Metal 1:
Drawn at 4 px/micron. Supply wires on this layer in gray.
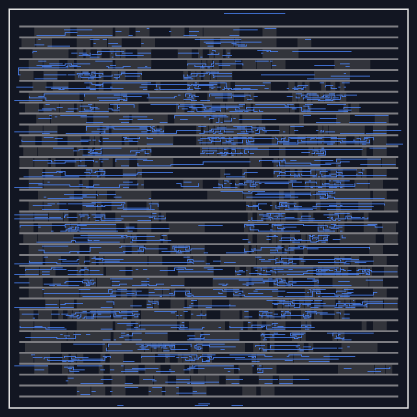
Metal 2:
Drawn at 4 px/micron.
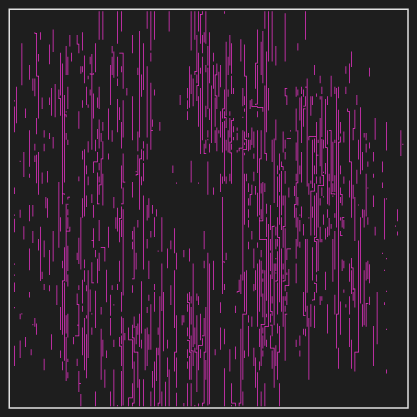
--- config.mk ---
export PLATFORM = sky130hd
export DESIGN_NAME = ob_unpack
export DESIGN_NICKNAME = d
export VERILOG_FILES = /design/src/rtl/ob_unpack.sv
export SDC_FILE = /design/constraint.sdc
export NUM_CORES = 1
export LEC_CHECK = 0
export ABC_AREA = 1
export ABC_CLOCK_PERIOD_IN_PS = 2700
export CAP_MARGIN = 10
export CORE_MARGIN = 2
export CORE_UTILIZATION = 40
export CTS_CLUSTER_SIZE = 20
export DETAILED_ROUTE_END_ITERATION = 10
export PLACE_DENSITY_LB_ADDON = 0.2
export SLEW_MARGIN = 5
export SYNTH_ARGS = -nofsm -noshare
export SYNTH_HDL_FRONTEND = slang
export SYNTH_SLANG_ARGS = --single-unit
--- constraint.sdc ---
create_clock -name clk_i -period 2.7 [get_ports clk_i]
set_input_delay 0.27 -clock clk_i [delete_from_list [all_inputs] [get_ports clk_i]]
set_output_delay 0.27 -clock clk_i [all_outputs]
set_load 0.03 [all_outputs]
--- src/rtl/ob_unpack.sv ---
// ---------------------------------------------------------------------------
// ob_unpack
//
// Drains 32-bit words from the DDR output-buffer FIFO and delivers them to
// the compute engine as a counted stream of 16-bit elements (low half first,
// then high half). A transfer is armed with a one-cycle start pulse carrying
// the element count; completion is flagged with a one-cycle done pulse.
//
// Ports
//   clk_i          system clock, all logic on the rising edge
//   rst_ni         asynchronous active-low reset
//   start_i        one-cycle start pulse, only honoured while idle
//   len_i          number of 16-bit elements to deliver (sampled with start)
//   busy_o         high whenever the block is not idle
//   done_o         one-cycle pulse at the end of a transfer
//   ob_re_o        one-cycle read-enable pulse to the output-buffer FIFO
//   ob_rd_data_i   FIFO read data
//   ob_rd_valid_i  FIFO read data valid
//   ob_empty_i     FIFO empty flag
//   m_data_o       element to the compute engine
//   m_valid_o      element valid
//   m_ready_i      compute engine accepts the element
//   dbg_state_o    current FSM state (observation only)
//   dbg_hold_o     current word hold register (observation only)
//   dbg_rem_o      elements still owed in this transfer (observation only)
//
// Stream handshake: an element moves on every rising edge where
// m_valid_o && m_ready_i. Once m_valid_o is raised, m_valid_o and m_data_o
// stay unchanged until that handshake happens; m_valid_o never depends
// combinationally on m_ready_i.
//
// FIFO side: exactly one read may be outstanding. A read is issued from
// FETCH only when the FIFO is non-empty, and the block then sits in WAIT
// until ob_rd_valid_i returns the word, so any read latency is tolerated.
// ---------------------------------------------------------------------------
module ob_unpack #(
    parameter int LEN_W = 16
) (
    input  logic             clk_i,
    input  logic             rst_ni,
    input  logic             start_i,
    input  logic [LEN_W-1:0] len_i,
    output logic             busy_o,
    output logic             done_o,
    output logic             ob_re_o,
    input  logic [31:0]      ob_rd_data_i,
    input  logic             ob_rd_valid_i,
    input  logic             ob_empty_i,
    output logic [15:0]      m_data_o,
    output logic             m_valid_o,
    input  logic             m_ready_i,
    output logic [2:0]       dbg_state_o,
    output logic [31:0]      dbg_hold_o,
    output logic [LEN_W-1:0] dbg_rem_o
);

    // -----------------------------------------------------------------------
    // State encoding
    // -----------------------------------------------------------------------
    localparam logic [2:0] ST_IDLE    = 3'd0;
    localparam logic [2:0] ST_FETCH   = 3'd1;
    localparam logic [2:0] ST_WAIT    = 3'd2;
    localparam logic [2:0] ST_EMIT_LO = 3'd3;
    localparam logic [2:0] ST_EMIT_HI = 3'd4;
    localparam logic [2:0] ST_DONE    = 3'd5;

    localparam logic [LEN_W-1:0] LEN_ZERO = '0;
    localparam logic [LEN_W-1:0] LEN_ONE  = LEN_W'(1);

    // -----------------------------------------------------------------------
    // Registers
    // -----------------------------------------------------------------------
    logic [2:0]       state_q,   state_d;
    logic [LEN_W-1:0] rem_q,     rem_d;
    logic [31:0]      hold_q,    hold_d;
    logic [15:0]      m_data_q,  m_data_d;
    logic             m_valid_q, m_valid_d;
    logic             ob_re_q,   ob_re_d;
    logic             done_q,    done_d;
    logic             busy_q,    busy_d;

    logic             handshake;
    logic             last_elem;

    assign handshake = m_valid_q && m_ready_i;
    // The element being handed over now is the final one owed.
    assign last_elem = (rem_q == LEN_ONE);

    // -----------------------------------------------------------------------
    // Next-state logic
    // -----------------------------------------------------------------------
    always_comb begin
        state_d   = state_q;
        rem_d     = rem_q;
        hold_d    = hold_q;
        m_data_d  = m_data_q;
        m_valid_d = m_valid_q;
        ob_re_d   = 1'b0;
        done_d    = 1'b0;

        case (state_q)
            ST_IDLE: begin
                if (start_i) begin
                    if (len_i == LEN_ZERO) begin
                        // Nothing to move: report completion straight away
                        // without touching the FIFO.
                        state_d = ST_DONE;
                        done_d  = 1'b1;
                    end else begin
                        rem_d   = len_i;
                        state_d = ST_FETCH;
                    end
                end
            end

            ST_FETCH: begin
                // No timeout: an empty FIFO stalls here for as long as it
                // takes for the DMA side to deliver a word.
                if (!ob_empty_i) begin
                    ob_re_d = 1'b1;
                    state_d = ST_WAIT;
                end
            end

            ST_WAIT: begin
                if (ob_rd_valid_i) begin
                    hold_d    = ob_rd_data_i;
                    m_data_d  = ob_rd_data_i[15:0];
                    m_valid_d = 1'b1;
                    state_d   = ST_EMIT_LO;
                end
            end

            ST_EMIT_LO: begin
                if (handshake) begin
                    rem_d = rem_q - LEN_ONE;
                    if (last_elem) begin
                        // Odd length: the high half of this word is dropped.
                        m_valid_d = 1'b0;
                        state_d   = ST_DONE;
                        done_d    = 1'b1;
                    end else begin
                        m_data_d = hold_q[31:16];
                        state_d  = ST_EMIT_HI;
                    end
                end
            end

            ST_EMIT_HI: begin
                if (handshake) begin
                    rem_d     = rem_q - LEN_ONE;
                    m_valid_d = 1'b0;
                    if (last_elem) begin
                        state_d = ST_DONE;
                        done_d  = 1'b1;
                    end else begin
                        state_d = ST_FETCH;
                    end
                end
            end

            ST_DONE: begin
                // done_q was raised on entry, so it drops as we leave.
                state_d = ST_IDLE;
            end

            default: begin
                state_d   = ST_IDLE;
                m_valid_d = 1'b0;
            end
        endcase

        // busy is registered from the next state so it is exact on the
        // same cycle as the state it describes.
        busy_d = (state_d != ST_IDLE);
    end

    // -----------------------------------------------------------------------
    // State registers
    // -----------------------------------------------------------------------
    always_ff @(posedge clk_i or negedge rst_ni) begin
        if (!rst_ni) begin
            state_q   <= ST_IDLE;
            rem_q     <= '0;
            hold_q    <= '0;
            m_data_q  <= '0;
            m_valid_q <= 1'b0;
            ob_re_q   <= 1'b0;
            done_q    <= 1'b0;
            busy_q    <= 1'b0;
        end else begin
            state_q   <= state_d;
            rem_q     <= rem_d;
            hold_q    <= hold_d;
            m_data_q  <= m_data_d;
            m_valid_q <= m_valid_d;
            ob_re_q   <= ob_re_d;
            done_q    <= done_d;
            busy_q    <= busy_d;
        end
    end

    // -----------------------------------------------------------------------
    // Outputs (all straight from registers)
    // -----------------------------------------------------------------------
    assign busy_o      = busy_q;
    assign done_o      = done_q;
    assign ob_re_o     = ob_re_q;
    assign m_data_o    = m_data_q;
    assign m_valid_o   = m_valid_q;
    assign dbg_state_o = state_q;
    assign dbg_hold_o  = hold_q;
    assign dbg_rem_o   = rem_q;

endmodule

==> impl_metrics.xml <==
<?xml version="1.0" encoding="UTF-8"?>
<metrics>
  <group name="power">
    <metric name="intPower" unit="uW">3710</metric>
    <metric name="pwr.group.sequential" unit="uW">2030</metric>
    <metric name="p_total" unit="uW">7110</metric>
    <metric name="combinationalPowerShare" unit="%">58.2</metric>
    <metric name="pg_clk" unit="uW">948</metric>
  </group>
  <group name="setup_path">
    <metric name="critical_path_cell_count" unit="">5</metric>
    <metric name="crit_required" unit="ns">2.90</metric>
    <metric name="timing.rr.start" unit="">dbg_state_o[2]</metric>
  </group>
  <group name="timing">
    <metric name="final.hold.worst_slack" unit="ns">0.124</metric>
    <metric name="final_period_minus_worst_setup_slack" unit="ns">1.99</metric>
    <metric name="timing.slew.headroom" unit="%">39.7</metric>
    <metric name="final.setup_skew" unit="ns">0.0122</metric>
    <metric name="hold_violations" unit="">0</metric>
    <metric name="unrepaired_setup_endpoints_after_global_routing" unit="">no</metric>
  </group>
  <group name="synthesis">
    <metric name="mux_area_share" unit="%">4.96</metric>
    <metric name="synth_cells" unit="">469</metric>
    <metric name="post_synth_xor_area_fraction" unit="%">0.723</metric>
  </group>
  <group name="global_routing">
    <metric name="grt_pass1_vias" unit="">3443</metric>
    <metric name="grt_antenna_before_repair" unit="">0</metric>
  </group>
  <group name="placement">
    <metric name="hpwl" unit="mm">6.95</metric>
    <metric name="buffer_ports.inserted" unit="">124</metric>
  </group>
  <group name="drt">
    <metric name="vias_per_cell" unit="">4.92</metric>
  </group>
  <group name="clock_network">
    <metric name="tritoncts" unit="">built</metric>
    <metric name="post_cts.repair.setup_buffers" unit="">0</metric>
  </group>
  <group name="outcome">
    <metric name="run_status" unit="">finished, final reports clean</metric>
  </group>
  <group name="layout">
    <metric name="design_area" unit="sq um">5170</metric>
    <metric name="final_cell_mix" unit="">nand2_1 (153), clkdlybuf4s50_1 (123), dfrtp_1 (71)</metric>
    <metric name="largestClassByArea" unit="">sequential cells</metric>
    <metric name="fin_util" unit="%">59.0</metric>
    <metric name="largest_reg_flops" unit="">32</metric>
  </group>
  <group name="die">
    <metric name="floorplan.initialDensity" unit="%">41.5</metric>
  </group>
</metrics>
Notes on 'metal 1' above:
wire length on this layer: 4240 microns
main direction: horizontal
longest straight run: 29.4 microns

Notes on 'metal 2' above:
longest straight run: 43.0 microns
wire length on this layer: 4350 microns
nets with wire on the layer: 531

No activity file was given, so power comes from the tool's default toggle rates.
